**Run 1: track usage over the die**

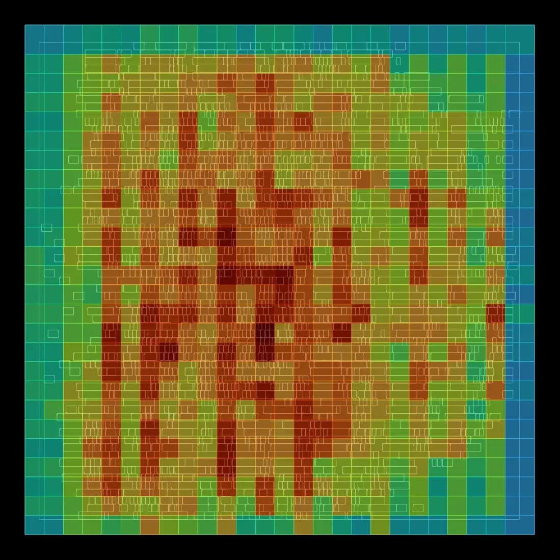
**Run 1: I/O pins on the die edge**

Pins as bars across the die edge, other pins in grey.
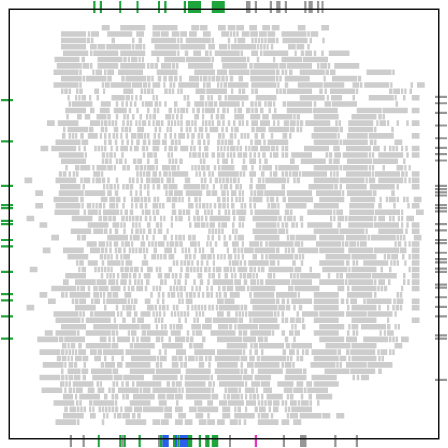
**Run 1: routed metal, one colour a layer**

Two of the layers only.
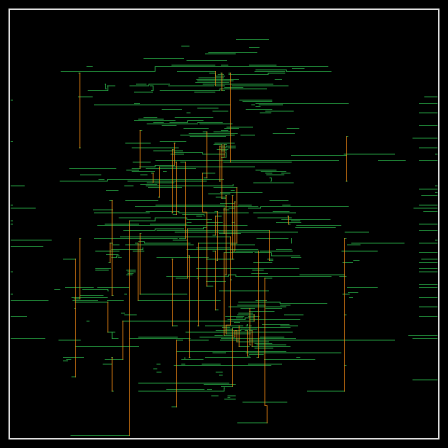
**Run 1: routed clock nets over the placement**

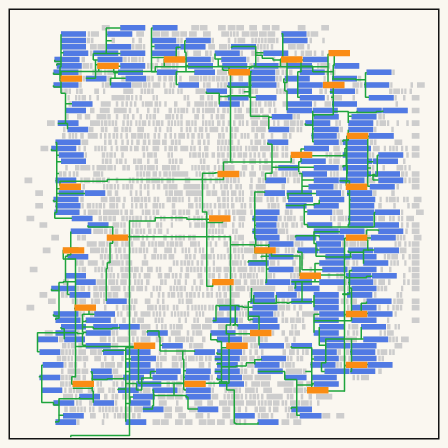
<file path="config.mk">
export PLATFORM = sky130hd
export DESIGN_NAME = dsp_frame_acc
export DESIGN_NICKNAME = d
export VERILOG_FILES = /design/src/rtl/dsp_frame_acc.sv
export SDC_FILE = /design/constraint.sdc
export NUM_CORES = 1
export LEC_CHECK = 0
export ABC_AREA = 1
export CORE_MARGIN = 5
export CORE_UTILIZATION = 54
export DETAILED_ROUTE_END_ITERATION = 12
export GPL_ROUTABILITY_DRIVEN = 0
export PLACE_DENSITY = 0.77
export SETUP_SLACK_MARGIN = 0.4
export SYNTH_ARGS = -nofsm -noshare
export SYNTH_HDL_FRONTEND = slang
export SYNTH_SLANG_ARGS = --single-unit
export TNS_END_PERCENT = 100
</file>
<file path="constraint.sdc">
create_clock -name clk -period 4.4 [get_ports clk]
set_input_delay 0.88 -clock clk [delete_from_list [all_inputs] [get_ports clk]]
set_output_delay 0.88 -clock clk [all_outputs]
set_load 0.02 [all_outputs]
</file>
<file path="src/rtl/dsp_frame_acc.sv">
// ---------------------------------------------------------------------------
// dsp_frame_acc
//
// Purpose:
//   Sits behind the DSP pre-add/multiply/post-add slice. A valid strobe that
//   travels alongside the slice pipeline marks which p samples are real. Real
//   samples are summed, with signed saturation, over a programmable frame
//   length. Each completed frame sum is queued in a small FIFO and handed to
//   the consumer over a valid/ready handshake.
//
// Ports:
//   clk        in   rising-edge clock for all state
//   rst_n      in   asynchronous active-low reset
//   issue      in   operands entered the DSP slice this cycle
//   p          in   signed slice output, meaningful LATENCY cycles after issue
//   frame_len  in   samples per frame (0 behaves as 1), latched at frame start
//   m_data     out  signed frame sum at the FIFO head (0 when empty)
//   m_ovf      out  the head frame saturated at least once
//   m_valid    out  FIFO holds at least one frame sum
//   m_ready    in   consumer takes the head entry this cycle
//   busy       out  a frame is open or an issue is still inside the slice
//   drop_err   out  sticky: a finished frame found the FIFO full and was lost
// ---------------------------------------------------------------------------
module dsp_frame_acc #(
    parameter int P_WIDTH    = 48,
    parameter int LATENCY    = 4,
    parameter int LEN_WIDTH  = 8,
    parameter int FIFO_DEPTH = 4
) (
    input  logic                        clk,
    input  logic                        rst_n,
    input  logic                        issue,
    input  logic signed [P_WIDTH-1:0]   p,
    input  logic        [LEN_WIDTH-1:0] frame_len,
    output logic signed [P_WIDTH-1:0]   m_data,
    output logic                        m_ovf,
    output logic                        m_valid,
    input  logic                        m_ready,
    output logic                        busy,
    output logic                        drop_err
);

    localparam int AW = $clog2(FIFO_DEPTH);

    typedef enum logic {
        IDLE = 1'b0,
        ACC  = 1'b1
    } state_t;

    // -----------------------------------------------------------------------
    // Saturation helpers. The sum arrives one bit wider than the result; the
    // top two bits disagree exactly when the true value left the P_WIDTH range.
    // -----------------------------------------------------------------------
    function automatic logic sat_hit(input logic signed [P_WIDTH:0] s);
        return s[P_WIDTH] ^ s[P_WIDTH-1];
    endfunction

    function automatic logic signed [P_WIDTH-1:0] sat_sum(input logic signed [P_WIDTH:0] s);
        logic signed [P_WIDTH-1:0] r;
        if (s[P_WIDTH] ^ s[P_WIDTH-1]) begin
            // Sign of the wide result tells which rail was crossed.
            r = s[P_WIDTH] ? {1'b1, {(P_WIDTH-1){1'b0}}}
                           : {1'b0, {(P_WIDTH-1){1'b1}}};
        end else begin
            r = s[P_WIDTH-1:0];
        end
        return r;
    endfunction

    // -----------------------------------------------------------------------
    // Stage p0: valid alignment with the slice pipeline
    // -----------------------------------------------------------------------
    logic [LATENCY-1:0] vld_dly;
    logic               vld_p0;

    always_ff @(posedge clk or negedge rst_n) begin
        if (!rst_n) begin
            vld_dly <= '0;
        end else begin
            vld_dly[0] <= issue;
            for (int i = 1; i < LATENCY; i++) begin
                vld_dly[i] <= vld_dly[i-1];
            end
        end
    end

    assign vld_p0 = vld_dly[LATENCY-1];

    // -----------------------------------------------------------------------
    // Stage p1: frame accumulator and control FSM
    // -----------------------------------------------------------------------
    state_t                     state_p1;
    logic signed [P_WIDTH-1:0]  acc_p1;
    logic                       ovf_p1;
    logic [LEN_WIDTH-1:0]       cnt_p1;
    logic [LEN_WIDTH-1:0]       len_p1;

    logic signed [P_WIDTH:0]    sum_p0;
    logic signed [P_WIDTH-1:0]  sum_sat_p0;
    logic                       sum_hit_p0;
    logic [LEN_WIDTH-1:0]       len_eff;
    logic [LEN_WIDTH-1:0]       cnt_next;
    logic                       last_p0;

    // Sign-extend both operands one bit so the add itself never wraps.
    assign sum_p0     = $signed({acc_p1[P_WIDTH-1], acc_p1}) + $signed({p[P_WIDTH-1], p});
    assign sum_sat_p0 = sat_sum(sum_p0);
    assign sum_hit_p0 = sat_hit(sum_p0);

    assign len_eff  = (frame_len == '0) ? LEN_WIDTH'(1) : frame_len;
    assign cnt_next = cnt_p1 + LEN_WIDTH'(1);
    assign last_p0  = (cnt_next == len_p1);

    always_ff @(posedge clk or negedge rst_n) begin
        if (!rst_n) begin
            state_p1 <= IDLE;
            acc_p1   <= '0;
            ovf_p1   <= 1'b0;
            cnt_p1   <= '0;
            len_p1   <= '0;
        end else if (vld_p0) begin
            case (state_p1)
                IDLE: begin
                    // First sample opens the frame; its length is frozen here.
                    acc_p1 <= p;
                    ovf_p1 <= 1'b0;
                    len_p1 <= len_eff;
                    if (len_eff == LEN_WIDTH'(1)) begin
                        cnt_p1   <= '0;
                        state_p1 <= IDLE;
                    end else begin
                        cnt_p1   <= LEN_WIDTH'(1);
                        state_p1 <= ACC;
                    end
                end
                ACC: begin
                    acc_p1 <= sum_sat_p0;
                    ovf_p1 <= ovf_p1 | sum_hit_p0;
                    if (last_p0) begin
                        cnt_p1   <= '0;
                        state_p1 <= IDLE;
                    end else begin
                        cnt_p1   <= cnt_next;
                    end
                end
                default: begin
                    state_p1 <= IDLE;
                end
            endcase
        end
    end

    // The frame result is pushed on the same edge that finishes it, so the
    // FIFO takes the next-state value rather than waiting on acc_p1.
    logic                      push_p0;
    logic signed [P_WIDTH-1:0] push_data_p0;
    logic                      push_ovf_p0;

    always_comb begin
        push_p0      = 1'b0;
        push_data_p0 = '0;
        push_ovf_p0  = 1'b0;
        if (vld_p0) begin
            if (state_p1 == IDLE) begin
                if (len_eff == LEN_WIDTH'(1)) begin
                    push_p0      = 1'b1;
                    push_data_p0 = p;
                end
            end else if (last_p0) begin
                push_p0      = 1'b1;
                push_data_p0 = sum_sat_p0;
                push_ovf_p0  = ovf_p1 | sum_hit_p0;
            end
        end
    end

    // -----------------------------------------------------------------------
    // Stage p2: output FIFO
    // -----------------------------------------------------------------------
    logic signed [P_WIDTH-1:0] mem_data_p2 [FIFO_DEPTH];
    logic                      mem_ovf_p2  [FIFO_DEPTH];
    logic [AW:0]               wr_ptr;
    logic [AW:0]               rd_ptr;
    logic                      fifo_empty;
    logic                      fifo_full;
    logic                      pop;
    logic                      wr_en;

    // Extra pointer bit separates full from empty when the indices match.
    assign fifo_empty = (wr_ptr == rd_ptr);
    assign fifo_full  = (wr_ptr[AW] != rd_ptr[AW]) && (wr_ptr[AW-1:0] == rd_ptr[AW-1:0]);
    assign pop        = !fifo_empty && m_ready;
    // A pop on the same edge frees the slot the push is about to use.
    assign wr_en      = push_p0 && (!fifo_full || pop);

    always_ff @(posedge clk) begin
        if (wr_en) begin
            mem_data_p2[wr_ptr[AW-1:0]] <= push_data_p0;
            mem_ovf_p2[wr_ptr[AW-1:0]]  <= push_ovf_p0;
        end
    end

    always_ff @(posedge clk or negedge rst_n) begin
        if (!rst_n) begin
            wr_ptr   <= '0;
            rd_ptr   <= '0;
            drop_err <= 1'b0;
        end else begin
            if (wr_en) begin
                wr_ptr <= wr_ptr + 1'b1;
            end
            if (pop) begin
                rd_ptr <= rd_ptr + 1'b1;
            end
            if (push_p0 && fifo_full && !pop) begin
                drop_err <= 1'b1;
            end
        end
    end

    // Storage is not reset, so the head is masked to zero while empty.
    assign m_valid = !fifo_empty;
    assign m_data  = fifo_empty ? '0   : mem_data_p2[rd_ptr[AW-1:0]];
    assign m_ovf   = fifo_empty ? 1'b0 : mem_ovf_p2[rd_ptr[AW-1:0]];

    assign busy = (state_p1 == ACC) || (|vld_dly);

endmodule

</file>
==> out/metrics.csv, run 1 <==
metric,value,unit
tritoncts,built,
dp.cells,2409,
slew_violations,0,
final_nets,2164,
synth.avg_cell_area,8.27,sq um
wl_met2,20.6,mm
busiest_layer,met2,
final_cells,2461,
r2r_slack,1.01,ns
topRoutingLayerUsed,met5,
slowest_stage,clkdlybuf4s50_1,
overflow,0,
clock_sinks,273,
status,"complete, no violations",
hold_ws,0.383,ns
synth_area,16200,sq um
yosys-stat-cells,1955,
worstPathArrival,2.93,ns
adder_share,4.30,%
xor_area_share,2.54,%
clockBufferDepth,3,
comb_share,38.0,%
htreeDepth,1,
## Picture notes: 'track usage over the die'
M1 GR Usage: 38.1%
drt wl/cell: 18.7 microns
GRT Util Overall: 27.0%

## Picture notes: 'I/O pins on the die edge'
legend:
  green:
    port: p
    pins: 48
    direction: input
    edge: 19 top, 15 bottom, 14 left
  magenta:
    port: m_ready
    pins: 1
    direction: input
    edge: bottom
  blue:
    port: frame_len
    pins: 8
    direction: input
    edge: bottom

## Picture notes: 'routed metal, one colour a layer'
legend:
  orange:
    layer: metal 4
    wire_length: 1330 microns
  green:
    layer: metal 3
    wire_length: 4710 microns

## Picture notes: 'routed clock nets over the placement'
legend:
  green:
    item: clock wires
    length: 3030 microns
  orange:
    item: clock drivers
    count: 28
  blue:
    item: flip-flops
    count: 273
flops lie: spread over the die
routed clock nets: 29

==> run 1: through the flow <==
stage               util (%)  cell area, sq um  setup slack [ns]  power (W)
floorplan                  -             16200          -0.00491    0.00866
global placement        60.2             17800             0.426     0.0110
detailed placement      60.2             17800             0.314     0.0112
CTS                     63.1             18700             0.470     0.0134
global route            63.1             18700             0.412     0.0145
finish                  63.1             18700             0.586     0.0136
==> run 1: state kept, by name, summed over array words and instances (netlist names) <==
name and count:
vld_dly 4, mem_ovf_p2 4, acc_p1 48, wr_ptr 3, cnt_p1 8, drop_err 1, ovf_p1 1, mem_data_p2 192
state_p1 1, len_p1 8, rd_ptr 3
--- run 2 (diff from run 1) ---
- PLACE_DENSITY: 0.77 -> 0.75
- SLEW_MARGIN: default -> 20
**Run 2: I/O pins on the die edge**

Pins as bars across the die edge, other pins in grey.
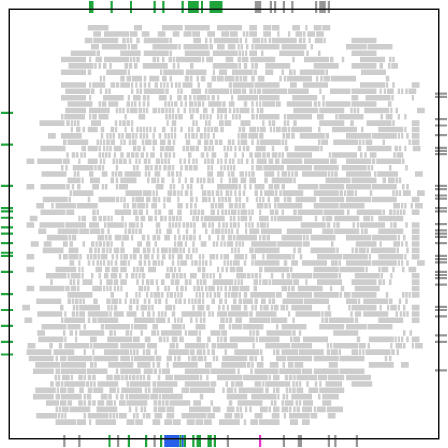
legend:
  green:
    port: p
    pins: 48
    direction: input
    edge: 19 top, 17 left, 12 bottom
  magenta:
    port: m_ready
    pins: 1
    direction: input
    edge: bottom
  blue:
    port: frame_len
    pins: 8
    direction: input
    edge: bottom
all pins by edge: 32 bottom, 32 right, 31 top, 17 left

==> out/metrics.csv, run 2 <==
metric,value,unit
drive_gt1_share,8.10,%
yosys-stat-cells,1955,
clock_sinks,273,
overflow,0,
clockBufferDepth,3,
place_area,17700,sq um
grt_usage,27.2,%
finalPower,0.0135,W
slowest_stage,o32ai_1,
dp_worst_setup_slack,0.246,ns
synth.avg_cell_area,8.27,sq um
synth_area,16200,sq um
setup_slack,0.486,ns
dp.cells,2402,
rsz0062_at_grt,false,
r2r_slack,0.80,ns
comb_share,38.2,%
worstPathArrival,3.03,ns
htreeDepth,1,
wire_per_inst,18.8,microns
tritoncts,built,
status,"complete, no violations",
final_cells,2452,
final_nets,2156,
design_area,18700,sq um
hold_ws,0.334,ns
clock_net_power,0.00230,W
largest_reg_flops,192,
## run 2: logic make-up after synthesis
kind of cell | synth area share [%]
flops | 48.3
simple gates | 22.7
mux | 0.0697
fa+ha+maj | 4.30
buf+inv | 8.04
xor+xnor | 2.54
compound gates | 14.0
## run 2: repair_timing
item                                    CTS  global route
gates resized                             2             5
endpoints found under the setup margin   50             5
hold buffers                              0             0
## run 2: routing by layer
| metal | share of wire (%) | track usage (%) | vias to the layer above |
|---|---|---|---|
| met5 | 0 | 0 | - |
| met3 | 9.6 | 4.15 | 109 |
| met1 | 43 | 39.7 | 6760 |
| met4 | 2.8 | 7.69 | 0 |
| li1 | - | - | 6679 |
| met2 | 45 | 42.7 | 696 |
No activity file was given, so power comes from the tool's default toggle rates.
